`src/rtl/vec_ctrl_seq_if.sv`:
```
// rtl/vec_ctrl_seq_if.sv - job, OBuf, mv/ve/ev sync bundle for the vector-stage controller (VCTRL_PERF_EN adds perf counters)
interface vec_ctrl_seq_if #(
    parameter int OBUF_COL = 64,
    parameter int VE_DEPTH = 4
);
    localparam int AW = $clog2(OBUF_COL);
    localparam int CW = AW + 1;
    localparam int OW = $clog2(VE_DEPTH) + 1;

    logic          start;
    logic [CW-1:0] colCnt;
    logic          busy;
    logic          done;
    logic          mvEmpty;
    logic          mvRSync;
    logic          obufRdEn;
    logic [AW-1:0] obufRdAddr;
    logic          obufRdVld;
    logic          veWSync;
    logic          evEmpty;
    logic          evRSync;
    logic [OW-1:0] outstanding;
`ifdef VCTRL_PERF_EN
    logic [31:0]   perfMvStall;
    logic [31:0]   perfVeStall;
`endif

    // Environment side: sync block, OBuf and job issuer
    modport master (
        output start, colCnt, mvEmpty, obufRdVld, evEmpty,
`ifdef VCTRL_PERF_EN
        input  perfMvStall, perfVeStall,
`endif
        input  busy, done, mvRSync, obufRdEn, obufRdAddr, veWSync, evRSync, outstanding
    );

    // Controller side
    modport slave (
        input  start, colCnt, mvEmpty, obufRdVld, evEmpty,
`ifdef VCTRL_PERF_EN
        output perfMvStall, perfVeStall,
`endif
        output busy, done, mvRSync, obufRdEn, obufRdAddr, veWSync, evRSync, outstanding
    );
endinterface

```
`src/rtl/vec_ctrl_seq.sv`:
```
// rtl/vec_ctrl_seq.sv - vector-stage column sequencer between mv queue, OBuf and VE (VCTRL_PERF_EN adds stall counters)
module vec_ctrl_seq #(
    parameter int OBUF_COL = 64,
    parameter int VE_DEPTH = 4
) (
    input  logic          clk,
    input  logic          rst_n,
    vec_ctrl_seq_if.slave bus
);
    localparam int AW = $clog2(OBUF_COL);
    localparam int CW = AW + 1;
    localparam int OW = $clog2(VE_DEPTH) + 1;

    typedef enum logic [2:0] {
        S_IDLE    = 3'd0,
        S_WAIT_MV = 3'd1,
        S_RD      = 3'd2,
        S_ISSUE   = 3'd3,
        S_DRAIN   = 3'd4
    } state_t;

    state_t        state_q, state_d;
    logic [AW-1:0] rd_ptr_q, rd_ptr_d;
    logic [CW-1:0] col_cnt_q, col_cnt_d;
    logic [CW-1:0] issued_q, issued_d;
    logic [CW-1:0] retired_q, retired_d;
    logic [OW-1:0] outstanding_q, outstanding_d;
    logic          zero_done_q, zero_done_d;

    logic          job_start;
    logic          zero_start;
    logic          mv_take;
    logic          ve_room;
    logic          ve_issue;
    logic          last_col;
    logic          retire;
    logic          drain_done;

    // Shared decode used by both the next-state and output logic
    always_comb begin
        job_start  = (state_q == S_IDLE) && bus.start && (bus.colCnt != '0);
        zero_start = (state_q == S_IDLE) && bus.start && (bus.colCnt == '0);
        mv_take    = (state_q == S_WAIT_MV) && !bus.mvEmpty;
        ve_room    = outstanding_q < OW'(VE_DEPTH);
        ve_issue   = (state_q == S_ISSUE) && ve_room;
        last_col   = (issued_q + CW'(1)) == col_cnt_q;
        retire     = !bus.evEmpty && (outstanding_q != '0);
        drain_done = (state_q == S_DRAIN) && (retired_q == col_cnt_q);
    end

    // State register
    always_ff @(posedge clk or negedge rst_n) begin
        if (!rst_n) begin
            state_q <= S_IDLE;
        end else begin
            state_q <= state_d;
        end
    end

    // Next-state: one column walks WAIT_MV -> RD -> ISSUE, the last one parks in DRAIN
    always_comb begin
        state_d = state_q;
        case (state_q)
            S_IDLE:    if (job_start)        state_d = S_WAIT_MV;
            S_WAIT_MV: if (!bus.mvEmpty)     state_d = S_RD;
            S_RD:      if (bus.obufRdVld)    state_d = S_ISSUE;
            S_ISSUE:   if (ve_room)          state_d = last_col ? S_DRAIN : S_WAIT_MV;
            S_DRAIN:   if (drain_done)       state_d = S_IDLE;
            default:                         state_d = S_IDLE;
        endcase
    end

    // Outputs: sync pulses are combinational so the sync block sees them in the deciding cycle
    always_comb begin
        bus.busy        = (state_q != S_IDLE);
        bus.done        = drain_done || zero_done_q;
        bus.mvRSync     = mv_take;
        bus.obufRdEn    = mv_take;
        bus.obufRdAddr  = mv_take ? rd_ptr_q : '0;
        bus.veWSync     = ve_issue;
        bus.evRSync     = retire;
        bus.outstanding = outstanding_q;
    end

    // Job bookkeeping next-state; rdPtr deliberately survives across jobs to mirror the sync block's mv pointer
    always_comb begin
        rd_ptr_d      = rd_ptr_q;
        col_cnt_d     = col_cnt_q;
        issued_d      = issued_q;
        retired_d     = retired_q;
        outstanding_d = outstanding_q;
        zero_done_d   = zero_start;

        if (mv_take) begin
            rd_ptr_d = rd_ptr_q + AW'(1);
        end

        if (job_start) begin
            col_cnt_d = bus.colCnt;
            issued_d  = '0;
        end else if (ve_issue) begin
            issued_d  = issued_q + CW'(1);
        end

        if (job_start) begin
            retired_d = '0;
        end else if (retire) begin
            retired_d = retired_q + CW'(1);
        end

        if (ve_issue && !retire) begin
            outstanding_d = outstanding_q + OW'(1);
        end else if (!ve_issue && retire) begin
            outstanding_d = outstanding_q - OW'(1);
        end
    end

    // Job bookkeeping registers
    always_ff @(posedge clk or negedge rst_n) begin
        if (!rst_n) begin
            rd_ptr_q      <= '0;
            col_cnt_q     <= '0;
            issued_q      <= '0;
            retired_q     <= '0;
            outstanding_q <= '0;
            zero_done_q   <= 1'b0;
        end else begin
            rd_ptr_q      <= rd_ptr_d;
            col_cnt_q     <= col_cnt_d;
            issued_q      <= issued_d;
            retired_q     <= retired_d;
            outstanding_q <= outstanding_d;
            zero_done_q   <= zero_done_d;
        end
    end

`ifdef VCTRL_PERF_EN
    logic [31:0] perf_mv_q, perf_mv_d;
    logic [31:0] perf_ve_q, perf_ve_d;

    // Saturating stall counters, cleared when a non-empty job is accepted
    always_comb begin
        perf_mv_d = perf_mv_q;
        perf_ve_d = perf_ve_q;
        if (job_start) begin
            perf_mv_d = '0;
            perf_ve_d = '0;
        end else begin
            if ((state_q == S_WAIT_MV) && bus.mvEmpty && (perf_mv_q != '1)) begin
                perf_mv_d = perf_mv_q + 32'd1;
            end
            if ((state_q == S_ISSUE) && (outstanding_q == OW'(VE_DEPTH)) && (perf_ve_q != '1)) begin
                perf_ve_d = perf_ve_q + 32'd1;
            end
        end
    end

    // Stall counter registers
    always_ff @(posedge clk or negedge rst_n) begin
        if (!rst_n) begin
            perf_mv_q <= '0;
            perf_ve_q <= '0;
        end else begin
            perf_mv_q <= perf_mv_d;
            perf_ve_q <= perf_ve_d;
        end
    end

    // Stall counter outputs
    always_comb begin
        bus.perfMvStall = perf_mv_q;
        bus.perfVeStall = perf_ve_q;
    end
`endif
endmodule
```
`src/flat_wrapper.sv`:
```
// flat-port wrapper written by rule: the top's interface ports become plain ports
module vec_ctrl_seq_flat 
#(
    parameter int OBUF_COL = 64,
    parameter int VE_DEPTH = 4
)
  (clk, rst_n, bus_start, bus_colCnt, bus_mvEmpty, bus_obufRdVld, bus_evEmpty, bus_busy, bus_done, bus_mvRSync, bus_obufRdEn, bus_obufRdAddr, bus_veWSync, bus_evRSync, bus_outstanding);
  vec_ctrl_seq_if #(.OBUF_COL(OBUF_COL), .VE_DEPTH(VE_DEPTH)) bus_i ();
  input  logic clk;
  input  logic rst_n;
  input wire logic [$bits(bus_i.start)-1:0] bus_start;
  input wire logic [$bits(bus_i.colCnt)-1:0] bus_colCnt;
  input wire logic [$bits(bus_i.mvEmpty)-1:0] bus_mvEmpty;
  input wire logic [$bits(bus_i.obufRdVld)-1:0] bus_obufRdVld;
  input wire logic [$bits(bus_i.evEmpty)-1:0] bus_evEmpty;
  output wire logic [$bits(bus_i.busy)-1:0] bus_busy;
  output wire logic [$bits(bus_i.done)-1:0] bus_done;
  output wire logic [$bits(bus_i.mvRSync)-1:0] bus_mvRSync;
  output wire logic [$bits(bus_i.obufRdEn)-1:0] bus_obufRdEn;
  output wire logic [$bits(bus_i.obufRdAddr)-1:0] bus_obufRdAddr;
  output wire logic [$bits(bus_i.veWSync)-1:0] bus_veWSync;
  output wire logic [$bits(bus_i.evRSync)-1:0] bus_evRSync;
  output wire logic [$bits(bus_i.outstanding)-1:0] bus_outstanding;
  assign bus_i.start = bus_start;
  assign bus_i.colCnt = bus_colCnt;
  assign bus_i.mvEmpty = bus_mvEmpty;
  assign bus_i.obufRdVld = bus_obufRdVld;
  assign bus_i.evEmpty = bus_evEmpty;
  assign bus_busy = bus_i.busy;
  assign bus_done = bus_i.done;
  assign bus_mvRSync = bus_i.mvRSync;
  assign bus_obufRdEn = bus_i.obufRdEn;
  assign bus_obufRdAddr = bus_i.obufRdAddr;
  assign bus_veWSync = bus_i.veWSync;
  assign bus_evRSync = bus_i.evRSync;
  assign bus_outstanding = bus_i.outstanding;
  vec_ctrl_seq #(.OBUF_COL(OBUF_COL), .VE_DEPTH(VE_DEPTH)) u_core (.clk(clk), .rst_n(rst_n), .bus(bus_i));
endmodule
```
`config.mk`:
```
export PLATFORM = sky130hd
export DESIGN_NAME = vec_ctrl_seq_flat
export DESIGN_NICKNAME = d
export VERILOG_FILES = /design/src/rtl/vec_ctrl_seq_if.sv /design/src/rtl/vec_ctrl_seq.sv /design/src/flat_wrapper.sv
export SDC_FILE = /design/constraint.sdc
export NUM_CORES = 1
export LEC_CHECK = 0
export CORE_MARGIN = 2
export CORE_UTILIZATION = 50
export CTS_BUF_LIST = sky130_fd_sc_hd__clkbuf_8
export DETAILED_ROUTE_END_ITERATION = 8
export PLACE_DENSITY = 0.77
export SLEW_MARGIN = 15
export SYNTH_ARGS = -nofsm -noshare
export SYNTH_HDL_FRONTEND = slang
export SYNTH_SLANG_ARGS = --single-unit
export TNS_END_PERCENT = 1
```
`constraint.sdc`:
```
create_clock -name clk -period 2.2 [get_ports clk]
set_input_delay 0.33 -clock clk [delete_from_list [all_inputs] [get_ports clk]]
set_output_delay 0.33 -clock clk [all_outputs]
set_load 0.01 [all_outputs]
```
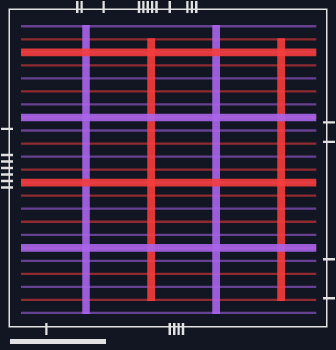
**Above:** floorplan with the power grid.
The bar under the picture is 20 µm long. Pins as bars on the die edge.
| colour | net |
|---|---|
| purple | VSS |
| red | VDD |
met4 straps: 4
met1 rails: 23
met5 straps: 4
Core ar.: 3690 µm²
VDD IR max: 0.000870 V
die width: 66.0 µm
die height: 66.0 µm

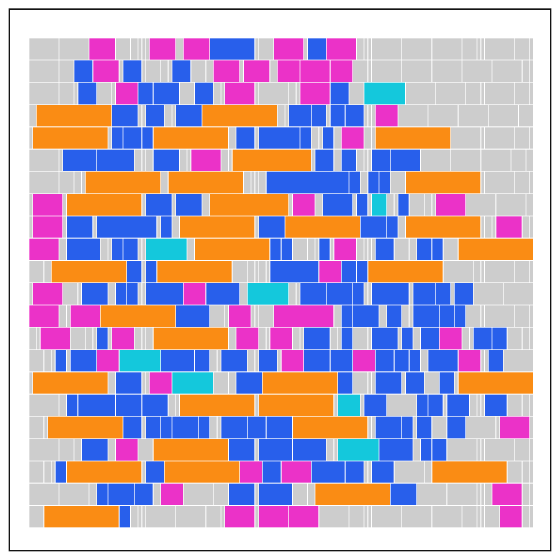
**Above:** placement by cell class.
Fill, decap, tap and diode cells in grey.
| colour | class | cells | share of their area |
|---|---|---|---|
| blue | combinational and other logic | 147 | 43% |
| magenta | other buffers and delay cells | 51 | 19% |
| orange | flops | 34 | 35% |
| cyan | clock drivers and dummy loads | 8 | 3.9% |
num rows: 22
Seq area share: 34.1%
final core occ: 67.8%
Final Cell Area: 2500 µm²

==> metrics.csv <==
stage;metric;value;unit
final_layout;most common logic cells in the final layout;32 x dfrtp_1, 23 x buf_4, 20 x clkdlybuf4s50_1;
yosys;Simple-Gate Fraction of Synth Area;20.3;%
final_layout;ratio of cells with drive above 1 in the final layout;20.0;%
grt;Global Route met3 Usage;3.58;%
yosys;main flop type;dfrtp_1;
grt;largest net degree at the start of global routing;35;
final_timing;max-slew violation count;0;
yosys;adder share;3.65;%
final_layout;Final nets;257;
floorplanning;Die Area;4350;µm²
power_and_ir_drop;sw frac;37.6;%
placement;final HPWL from detailed placement;2.77;mm
clock_network;Root Buffer;clkbuf_8;
power_and_ir_drop;Pint;1.99;mW
drt;ANT nets after route;0;
yosys;number of enable flip-flop cells;0;
final_timing;TNS Setup;0;ps
grt;M1 GR Usage;28.8;%
power_and_ir_drop;Sw Pwr;1.20;mW
final_layout;antenna diode count;0;
yosys;Async S/R FF share, synth;100;%
final_layout;Layout area overhead;30.4;%
floorplanning;Core Util at FP;52.0;%
clock_network;clock sinks;34;
outcome;status;completed;
flow_run;total tool warning count;26;
final_timing;final hold vios;0;
power_and_ir_drop;Leak;1.11;nW
yosys;syn avg cell area;10.3;µm²
final_timing;Tmin final;2110;ps
yosys;xor+xnor area frac;13.2;%
critical_path;Worst Setup End Kind;output pin;
grt;global-route wire length before repair;6.91;mm
final_layout;most frequent logic cell in the layout;dfrtp_1;
final_timing;Worst slew margin;66.3;%
drt;vias per cell;5.31;
final_layout;fill count;311;
floorplanning;# IOs;28;
final_timing;Tightest Pin Transition;502;ps
critical_path;critical path class;flop to output pin;
power_and_ir_drop;Sequential Power Share;35.0;%
clock_network;CTS Hold Bufs;0;
hold_path;Min-Delay Path Class;input pin to asynchronous set/reset pin;
critical_path;crit path max fanout;9;
yosys;Synthesized registers;34;
critical_path;startpoint types;flop;
placement;GPL Wtd Cong;0.791;
drt;drt first pass iters;4;
yosys;cell count in the Yosys report;187;
grt;antenna violations before repair;0;
yosys;Synth Seq Share;44.3;%
yosys;Compound Share, Synth;9.45;%
drt;routed len/inst;13.7;µm
yosys;cell area after synthesis;1920;µm²
placement;Placement Setup Slack;-11.7;ps
yosys;Mapped Cells;187;
yosys;Multiplexer share;6.32;%
power_and_ir_drop;Comb pwr share;49.6;%
clock_network;htree depth;2;
yosys;Dominant combinational family;simple AND/OR/NAND/NOR gates;
placement;number of I/O port buffers;27;
final_timing;FMAX;474;MHz
yosys;Syn Nets;205;
yosys;YS chip area;1920;µm²
power_and_ir_drop;Pwr Density;1280;nW/µm²
flow_run;# Max-Cap Violations;0;
clock_network;CTS tree;done;
critical_path;critical path data required time;1870;ps
final_timing;Final WS setup;92.5;ps
grt;met2 usage;32.2;%
final_timing;Final setup viols;0;
clock_network;CTS Buffer Depth;2;
grt;vias in the first global route;1476;
critical_path;Arr. time, crit path;1780;ps
grt;total gr overflow;0;
clock_network;Num CTS Buffers;5;
drt;drt drc;0;
clock_network;clock slew seen by the registers of the worst setup and hold paths;70;ps
drt;First DRT Iteration DRCs;120;
grt;Most Crowded Layer GR;met2;
yosys;Cell Type Count;40;
final_timing;crit share post-route;95.8;%
yosys;yosys warning tally;0;
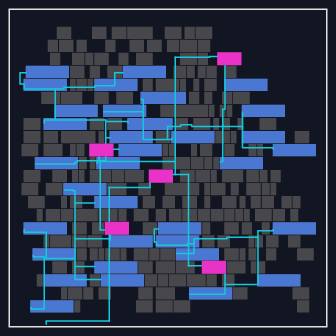
**Above:** clock network drawn from the DEF.
[magenta] clock drivers | count: 5
[blue] flip-flops | count: 34
[cyan] clock wires | length: 463 µm
routed clock nets: 6
Clock Skew: 2.33 ps
Clock group: 0.491 mW
Clk network pwr share: 15.4%
latest clock arrival within the worst-skew pair: 290 ps

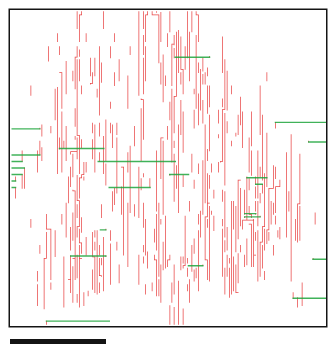
**Above:** metal layers overlaid.
The bar under the picture is 20 µm long. Two of the layers only.
| colour | layer | wire length |
|---|---|---|
| red | metal 2 | 1810 µm |
| green | metal 3 | 123 µm |
via count: 1529
final wirelength: 3.94 mm
Global Route Usage Sum: 21.2%

registers in the layout, indices dropped and copies added, names as in the netlist:
signal                  flops
u_core.col_cnt_q            7
u_core.issued_q             7
u_core.retired_q            7
u_core.rd_ptr_q             6
u_core.bus.outstanding      3
u_core.state_q              3
u_core.zero_done_q          1
final timing paths:
path | from | to | slack (ps) | cells past startpoint
hold / removal | rst_n | u_core.issued_q[2] | 450 | 2
max in group asynchronous | rst_n | u_core.state_q[2] | 1430 | 2
setup reg to reg | u_core.state_q[0] | u_core.issued_q[5] | 250 | 7
min in group clk | u_core.rd_ptr_q[5] | u_core.rd_ptr_q[5] | 470 | 1
setup / recovery | u_core.state_q[2] | bus_mvRSync | 90 | 3
hold reg to reg | u_core.rd_ptr_q[5] | u_core.rd_ptr_q[5] | 470 | 1
layout make-up:
type,instances,area [µm²],share of cell area (%)
Sequential cell,34,853,34.1
Tap cell,48,60.1,2.40
Inverter,4,15.0,0.600
Timing Repair Buffer,51,454,18.2
Clock buffer,6,82.6,3.30
Clock inverter,2,12.5,0.500
Multi-Input combinational cell,143,1020,40.9
power by group through the flow:
| stage | logic [mW] | clock network (mW) | registers (mW) |
|---|---|---|---|
| 4_1_cts | 1.58 | 0.495 | 1.11 |
| 5_1_grt | 1.77 | 0.526 | 1.16 |
| 3_5_place_dp | 1.52 | 0 | 1.13 |
| 6_report | 1.59 | 0.491 | 1.12 |
| 2_1_floorplan | 0.974 | 0 | 1.10 |
| 3_3_place_gp | 1.49 | 0 | 1.12 |
metrics by stage:
stage               cell area (µm²)  power, mW  hold slack, ps  cells  utilization, %
floorplan                      1920       2.07            34.4    187               -
global route                   2500       3.45             479    288            67.8
detailed placement             2370       2.65             461    275            64.2
CTS                            2490       3.18             462    287            67.5
global placement               2370       2.62             463    275            64.2
finish                         2500       3.19             450    288            67.8
metal layers:
metal | wire length, µm | vias up
met5 | 0 | -
met4 | 85 | 0
met3 | 122 | 9
met2 | 1810 | 30
met1 | 1920 | 734
li1 | - | 756
kinds of logic after synthesis:
logic type / Yosys count
xor gates and xnor gates: 29
DFF: 34
adders and majority gates: 5
and+or+nand+nor: 74
muxes: 11
AOI/OAI and AO/OA: 24
buffers and inverters: 10
cell usage after synthesis (all sizes together) (7+ instances only):
library cell,count,area share (%)
dfrtp,34,44
nor2,18,3.5
xnor2,17,7.8
nand2,16,3.1
xor2,12,5.5
and2,9,2.9
mux2,9,5.3
o21ai,8,2.1
nand3,7,1.8
worst max-delay path, stage by stage, from the launching register on:
cell and delay [ps]:
dfrtp_2 480, nor4b_2 270, buf_4 190, clkdlybuf4s50_1 550
what timing repair did:
action	4_1_cts	5_1_grt
endpoints found under the setup margin	7	1
pin swaps	0	0
buffers inserted	4	1
resized	9	2
Power is estimated from default activity; no workload was simulated.
